==> src/rtl/nor_stimulus_checker_pkg.sv <==
// Shared definitions for the NOR gate stimulus checker: FSM state encoding,
// counter/index widths and the Gray-ordered {a,b} pattern table.
package nor_stimulus_checker_pkg;

  localparam int unsigned STATE_W       = 2;
  localparam int unsigned IDX_W         = 2;
  localparam int unsigned HOLD_W        = 8;
  localparam int unsigned PATTERN_COUNT = 4;

  // FSM state encoding
  localparam logic [STATE_W-1:0] ST_IDLE  = 2'd0;
  localparam logic [STATE_W-1:0] ST_DRIVE = 2'd1;
  localparam logic [STATE_W-1:0] ST_DONE  = 2'd2;

  // {a,b} per pattern index; Gray order so only one input toggles per step
  localparam logic [1:0] PATTERN_TABLE [PATTERN_COUNT] = '{2'b00, 2'b01, 2'b11, 2'b10};

endpackage

==> src/rtl/nor_hold_counter.sv <==
// Counts the cycles a pattern has been held and flags the last one.
//   clk, rst_n : clock, async active-low reset
//   clear      : force count to zero
//   enable     : advance the count this cycle
//   wrap_c     : high during the final hold cycle (count == HOLD_CYCLES-1)
module nor_hold_counter
  import nor_stimulus_checker_pkg::*;
#(
  parameter int unsigned HOLD_CYCLES = 4
) (
  input  logic clk,
  input  logic rst_n,
  input  logic clear,
  input  logic enable,
  output logic wrap_c
);

  localparam logic [HOLD_W-1:0] LAST = HOLD_W'(HOLD_CYCLES - 1);

  logic [HOLD_W-1:0] cnt_q;

  assign wrap_c = enable && (cnt_q == LAST);

  // Hold counter, wraps to zero on the sampling cycle
  always_ff @(posedge clk or negedge rst_n) begin
    if (!rst_n) begin
      cnt_q <= '0;
    end else if (clear || wrap_c) begin
      cnt_q <= '0;
    end else if (enable) begin
      cnt_q <= cnt_q + HOLD_W'(1);
    end
  end

endmodule

==> config.mk <==
export PLATFORM = sky130hd
export DESIGN_NAME = nor_hold_counter
export DESIGN_NICKNAME = d
export VERILOG_FILES = /design/src/rtl/nor_stimulus_checker_pkg.sv /design/src/rtl/nor_hold_counter.sv
export SDC_FILE = /design/constraint.sdc
export NUM_CORES = 1
export LEC_CHECK = 0
export ABC_AREA = 1
export CAP_MARGIN = 10
export CELL_PAD_IN_SITES_DETAIL_PLACEMENT = 0
export CELL_PAD_IN_SITES_GLOBAL_PLACEMENT = 1
export CORE_MARGIN = 2
export CORE_UTILIZATION = 37
export CTS_CLUSTER_SIZE = 8
export DETAILED_ROUTE_END_ITERATION = 10
export PLACE_DENSITY_LB_ADDON = 0.1
export SLEW_MARGIN = 10
export SYNTH_ARGS = -nofsm -noshare
export SYNTH_HDL_FRONTEND = slang
export SYNTH_SLANG_ARGS = --single-unit
==> constraint.sdc <==
create_clock -name clk -period 1.5 [get_ports clk]
set_clock_uncertainty 0.2 [all_clocks]
set_input_delay 0.3 -clock clk [delete_from_list [all_inputs] [get_ports clk]]
set_output_delay 0.3 -clock clk [all_outputs]
set_load 0.05 [all_outputs]
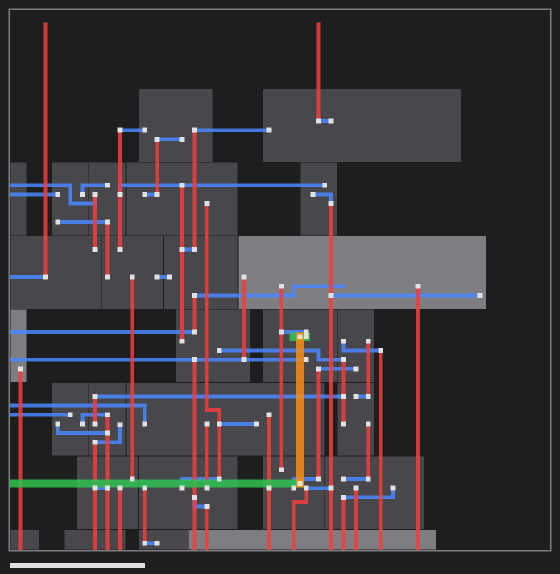
Run 1: close-up of the layout
Scale bar: 5 µm. Region (21, 21) to (41, 41) µm. Cells in gray, sequential cells in the stronger gray; small squares are vias.
| layer | color |
|---|---|
| met1 | blue |
| met4 | orange |
| met2 | red |
| met3 | green |
cells with their middle in the window: 21
netlist names of flops here include: cnt_q (1)
sequential cells in the window: 1
most frequent: nand2_1 (4)

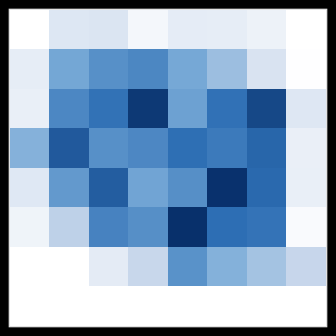
Run 1: wire density map
The die is cut into 8 by 8 equal tiles; white is low, dark blue is high, scaled to the fullest tile. Values are wire area over tile area, all layers added.
densest ninth of the die: center
fullest tile: 0.28
nearly empty tiles: 20%
emptiest ninth of the die: south-west
mean over tiles: 0.11
tiles over half the peak: 44%
overall global routing resource usage: 0.1704
WL per Instance: 11.14 µm
DRT Wirelength: 1.159 mm
vias: 493

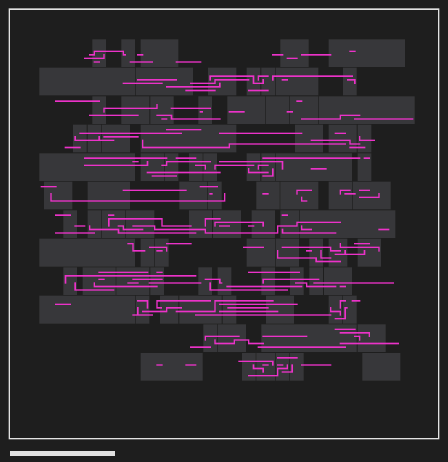
Run 1: M1 wires
Scale bar: 10 µm.
main direction: horizontal
share of all routed wire: 47%
longest straight run: 16.6 µm
M1 GR Usage: 0.1954

==> changes_impl.md, run 1 <==
### Physical design

- Busiest metal layer after global routing: met2
- Switching Share: 0.2421
- Buffer share of cell area: 0.2065
- Final hold vios: 0
- # H-tree levels: 1
- Final worst slack: -0.2540 ns
- Multiplexer share: 0
- Peak VDD IR: 452.9 µV
- Clock latency on the worst-skew pair: 0.26 ns
- Grt ovf: 0
- Fin area: 733.2 µm²
- Reg2reg setup slack: 0.04 ns
- Cell count after synthesis: 69
- Drc violations: 0
- Comb area share: 0.3976
- Unrepaired setup endpoints after global routing: true
- Final Cycle Share: 1.169
- Yosys Chip Area: 501.7 µm²
- CP required: 1.00 ns
- Setup bufs post-CTS: 1
- Most frequent cells in the layout: 17 x nand2_1, 12 x buf_4, 10 x inv_1, 9 x nor2_1, 8 x dfrtp_1
- Result of the run: finished, violations left
- Layout cells sized above 1: 0.3596
- I/O Buffers: 4
- Top-area cell share: 0.3990
- Area leader, netlist: dfrtp_1
- Number of flip-flops under the largest register name: 8
- Net Switching: 109.2 µW
- Slowest cell on crit path: dfrtp_1
- Comb area: 291.5 µm²
- Failing checks: setup timing
- Top class by area: combinational gates
- Fill count: 130
- PostCTS Resize Cnt: 3
- Setup violations, final: 1
- Logic family by area: simple AND/OR/NAND/NOR gates
- Worst-margin pin slew: 0.3845 ns
- Synth Seq Share: 0.3990
- Comb group: 61.9 µW
- HP Class: in -> async
- Distinct lib cells used: 15
## run 1: worst min path at each step
stage	start	to	slack [ns]	depth (start not counted)
4_1_cts	rst_n	cnt_q[6]	0.14	1
3_5_place_dp	cnt_q[1]	cnt_q[1]	0.39	3
2_1_floorplan	rst_n	cnt_q[0]	-0.20	0
5_1_grt	rst_n	cnt_q[6]	0.15	1
6_report	rst_n	cnt_q[6]	0.12	1
3_3_place_gp	cnt_q[1]	cnt_q[1]	0.38	3
## run 1: stage by stage
stage          power, mW  worst slack [ns]  std cells
2_1_floorplan     0.2502          0.002090         69
3_3_place_gp      0.2813           -0.2353         99
3_5_place_dp      0.2836           -0.2566         99
4_1_cts           0.4579           -0.2731        103
5_1_grt           0.4779           -0.3167        104
6_report          0.4511           -0.2540        104
==> run 1 -> run 2 <==
- PLACE_DENSITY: not set -> 0.73
- PLACE_DENSITY_LB_ADDON: 0.1 -> not set
- TNS_END_PERCENT: not set -> 10
==> changes_impl.md, run 2 <==
### Physical design

- Result of the run: finished, violations left
- Distinct lib cells used: 15
- Die Ht: 40.83 µm
- HP Class: in -> async
- Top-area cell share: 0.3990
- Diode count: 0
- Die width: 40.83 µm
- # H-tree levels: 1
- Largest register by flop count: cnt_q
- Post-Synth XOR/XNOR Area: 0.03491
- Syn nets: 74
- Synth Seq Share: 0.3990
- CP max stage delay: 0.38 ns
- Number of flip-flops under the largest register name: 8
- Cell count after synthesis: 69
- Num CTS Buffers: 3
- CP Capture Point: wrap_c
- Area leader, netlist: dfrtp_1
- Top class by area: combinational gates
- Final worst slack: -0.2416 ns
- Drt pass-1 iters: 3
- Reg-to-reg endpoint: cnt_q[6]
- Antenna-violating nets left: 0
- Ys cells: 69
- Fin area: 704.4 µm²
- Comb area share: 0.3890
- Worst-margin pin slew: 0.3836 ns
- Sequential standard cell area: 200.2 µm²
- Biggest area cells: dfrtp_1 40%, nand2_1 14%, inv_1 9.0%
- Yosys Chip Area: 501.7 µm²
- Count of tool warnings: 28
- DRT Wirelength: 1.015 mm
- Setup bufs post-CTS: 0
- AND-OR/OR-AND Cells, Area Fraction: 0.009975
- Max Used Layer: met3
- Most frequent cells in the layout: 17 x nand2_1, 12 x buf_4, 11 x inv_1, 8 x nor2_1, 8 x dfrtp_1
- Ys Warns: 0
- Layout buffer count excluding clock buffers: 16
- Reg2reg setup slack: 0.14 ns
- Rel. slew slack: 0.7435
- Multiplexer share: 0
- Vias: 460
- Core Area: 1285 µm²
- Pleak: 0.3452 nW
- Max_cap viols: 0
- Failing checks: setup timing
- HPWL after detailed placement: 841.9 µm
- Unrepaired setup endpoints after global routing: true
- Crit-path leading delay family: flip-flops
- Critical Path Stages: 6
- Comb area: 274.0 µm²
- R2r startpoint: cnt_q[0]
- Placed cell area: 669.4 µm²
- Busiest metal layer after global routing: met2
- Worst hold slack: 0.1296 ns
- CTS Buffer Depth: 2
- WL per Instance: 9.854 µm
- Worst Setup SP: cnt_q[1]
- Antenna violations before repair: 0
- Peak VDD IR: 314.1 µV
- Final hold vios: 0
- Fill count: 129
- Buffer share of cell area: 0.1989
- Worst path bufs/invs: 2
- Crit path time final: 1.742 ns
- CP required: 1.00 ns
- Logic family by area: simple AND/OR/NAND/NOR gates
- MI comb cells: 49
- Drc violations: 0
- Slowest cell on crit path: dfrtp_1
- I/O Buffers: 4
- Layout cells sized above 1: 0.3409
- Root buffer cell: clkbuf_4
- PostCTS Resize Cnt: 1
- Final Cycle Share: 1.161
- Syn-to-layout area delta: 40.40%
- Setup violations, final: 1
- Fmax: 574.2 MHz
- Clock latency on the worst-skew pair: 0.25 ns
- Crit path cell chain: ha_2 -> nand2_2 -> nor2_2 -> nand2_2 -> clkinvlp_4 -> buf_12
- Grt ovf: 0
- CP endpoint kind: primary output
[run 2: cell counts after synthesis]
Identical to the previous run, type by type.
[run 2: stage by stage]
stage                       util  cells  setup slack [ns]  setup TNS, ns  total power, mW
final                     0.5482    103           -0.2416        -0.2416           0.4492
after global routing      0.5482    103           -0.3272        -0.3272           0.4817
after CTS                 0.5404    103           -0.2679        -0.2679           0.4555
after detailed placement  0.5209    100           -0.2485         -1.412           0.2822
after global placement    0.5209    100           -0.2520         -1.403           0.2817
after floorplan                -     69          0.002090              0           0.2502
[run 2: where the power goes]
part	switching, mW	leakage, nW	internal [mW]
logic	0.0292	0.221	0.0270
clock network	0.0774	0.0138	0.0919
registers	0.00302	0.110	0.221
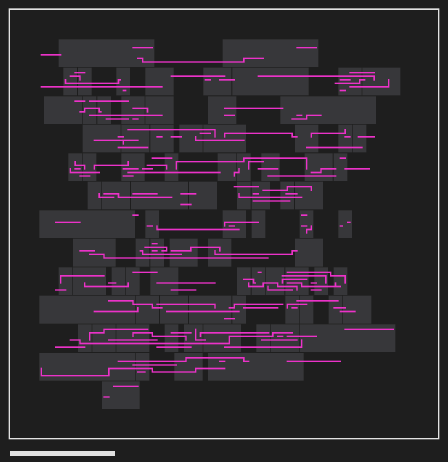
Run 2: M1 wires
Scale bar: 10 µm.
main direction: horizontal
share of all routed wire: 49%

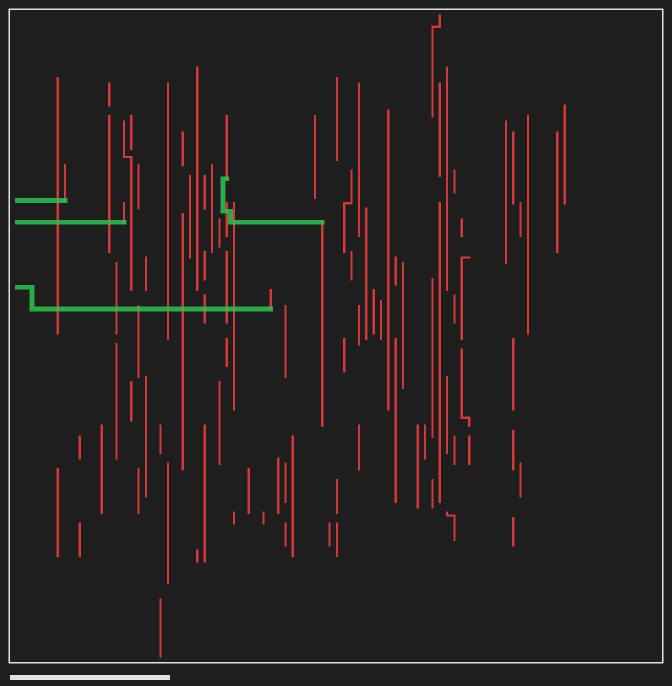
Run 2: signal wires by layer
Scale bar: 10 µm. Only two layers are drawn.
| layer | color | wire length |
|---|---|---|
| met2 | red | 478 µm |
| met3 | green | 36.0 µm |

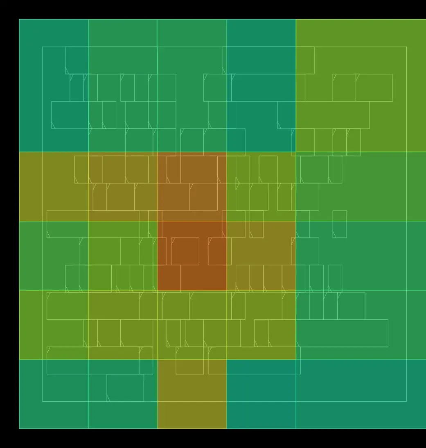
Run 2: track usage over the die
M1 GR Usage: 0.2285
overall global routing resource usage: 0.1761
routing usage on met2: 0.2773
M3 GR Usage: 0.05435

==> run 2 -> run 3 <==
- REMOVE_ABC_BUFFERS: not set -> 1
- SKIP_LAST_GASP: not set -> 1
- SLEW_MARGIN: 10 -> 40
==> changes_impl.md, run 3 <==
### Physical design

- Pleak: 0.3497 nW
- Placed insts: 99
- CP required: 1.00 ns
- Cell count after synthesis: 69
- Post-place setup slack: -0.2356 ns
- Layout buffer count excluding clock buffers: 16
- Max power group: sequential cells
- Layout cells sized above 1: 0.2955
- Crit path cell chain: ha_2 -> nand2_1 -> nor2_1 -> nand2_1 -> inv_2 -> buf_12
- Distinct lib cells used: 15
- Rel. slew slack: 0.7480
- I/O Buffers: 4
- Clock share of power: 0.380
- Ys cells: 69
- Buffer share of cell area: 0.2044
- Area leader, netlist: dfrtp_1
- Die width: 40.83 µm
- P_clk: 170 µW
- Root buffer cell: clkbuf_4
- Fill count: 130
- Largest register by flop count: cnt_q
- Number of tapcells: 15
- Final hold vios: 0
- Fin cells: 103
- Ys Warns: 0
- Antenna-violating nets left: 0
- Net Switching: 109.6 µW
- Fin area: 685.7 µm²
- Reg2reg setup slack: -0.02 ns
- FP Rows: 13
- Max_cap viols: 0
- Slowest cell on crit path: dfrtp_1
- Grt ovf: 0
- Most frequent cells in the layout: 19 x nand2_1, 12 x buf_4, 11 x inv_1, 10 x nor2_1, 8 x dfrtp_1
- Fmax: 581.4 MHz
- Number of flip-flops under the largest register name: 8
- Comb area: 259.0 µm²
- Internal: 339.2 µW
- Final core occ: 0.5336
- Combinational cell fraction of total power: 0.122
- Switching Share: 0.2442
- Critical Path Stages: 6
- Vias: 479
- First-pass GRT wire length: 1.725 mm
- Sequential standard cell area: 200.2 µm²
- Sequential power share: 0.499
- Setup bufs post-CTS: 1
- Biggest area cells: dfrtp_1 40%, nand2_1 14%, inv_1 9.0%
- MI comb cells: 49
- Top class by area: combinational gates
- Diode count: 0
- Num CTS Buffers: 3
- Clock latency on the worst-skew pair: 0.26 ns
- Crit-path leading delay family: flip-flops
- Result of the run: finished, violations left
- Comb area share: 0.3777
- HP Class: in -> async
- PostCTS Resize Cnt: 2
- Worst Setup SP: cnt_q[1]
- Worst-margin pin slew: 0.3768 ns
- Comb group: 54.6 µW
- Antenna violations before repair: 0
- Worst hold slack: 0.1259 ns
- Post-synth ARST share: 1.000
- R2r startpoint: cnt_q[1]
- Total negative slack: -0.2852 ns
- Synth Seq Share: 0.3990
- Overall power: 448.8 µW
- Core Area: 1285 µm²
- Yosys Chip Area: 501.7 µm²
- Count of tool warnings: 27
- HPWL after detailed placement: 902.9 µm
- Setup violations, final: 6
- CP Capture Point: wrap_c
- Final worst slack: -0.2201 ns
- Drc violations: 0
- Failing checks: setup timing
- CP endpoint kind: primary output
- DRT Wirelength: 1.071 mm
- Die Ht: 40.83 µm
- Peak VDD IR: 330.8 µV
- CTS Buffer Depth: 2
- CP max stage delay: 0.36 ns
- Reg-to-reg endpoint: cnt_q[6]
- Crit path time final: 1.720 ns
- Top-area cell share: 0.3990
- Drt pass-1 iters: 2
[run 3: cell counts after synthesis]
Identical to the previous run, type by type.
[run 3: logic make-up (layout without fill, tap and decap cells)]
group | count (synthesis) | after routing | share of synthesized area
buffers and inverters | 12 | 31 | 0.08977
xor gates and xnor gates | 2 | 2 | 0.03492
and+or+nand+nor | 45 | 45 | 0.4414
adders and majority gates | 1 | 1 | 0.02493
AOI/OAI and AO/OA | 1 | 1 | 0.009965
DFF | 8 | 8 | 0.3990
[run 3: metal layers]
| metal | track usage | up-vias | wire length (µm) |
|---|---|---|---|
| met5 | 0 | - | 0 |
| met4 | 0.07500 | 0 | 4 |
| met3 | 0.04891 | 2 | 24 |
| met2 | 0.2656 | 3 | 548 |
| met1 | 0.1960 | 220 | 494 |
| li1 | - | 254 | - |
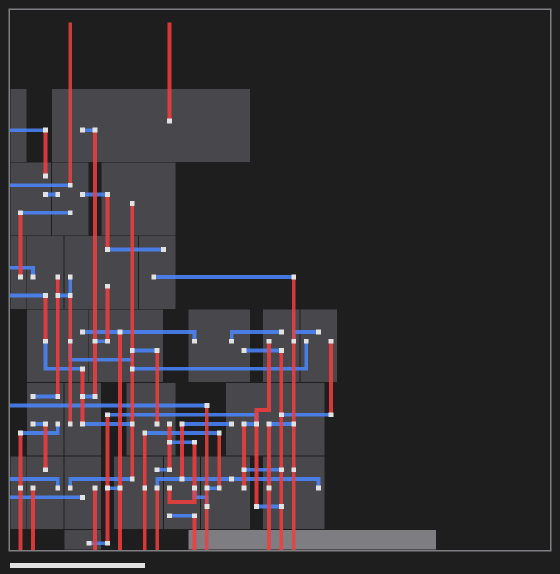
Run 3: close-up of the layout
Scale bar: 5 µm. Region (21, 21) to (41, 41) µm. Cells in gray, sequential cells in the stronger gray; small squares are vias.
| layer | color |
|---|---|
| met1 | blue |
| met2 | red |
most frequent: nand2_1 (6), buf_4 (3)
cells with their middle in the window: 21
sequential cells in the window: 0

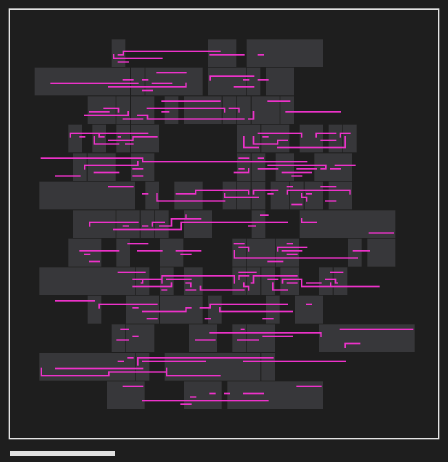
Run 3: M1 wires
Scale bar: 10 µm.
longest straight run: 15.6 µm
nets with wire on the layer: 86
wire length on this layer: 494 µm
share of all routed wire: 46%
main direction: horizontal

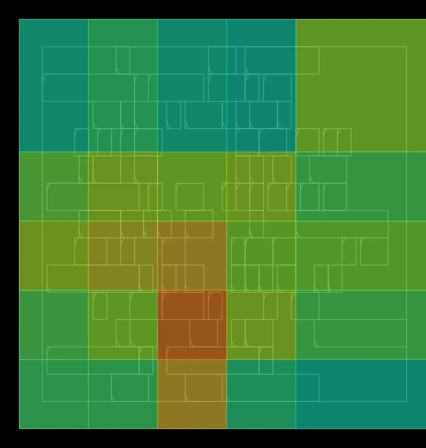
Run 3: track usage over the die
WL per Instance: 10.40 µm
overall global routing resource usage: 0.1638
busiest metal layer after global routing: met2

Power is estimated from default activity; no workload was simulated.
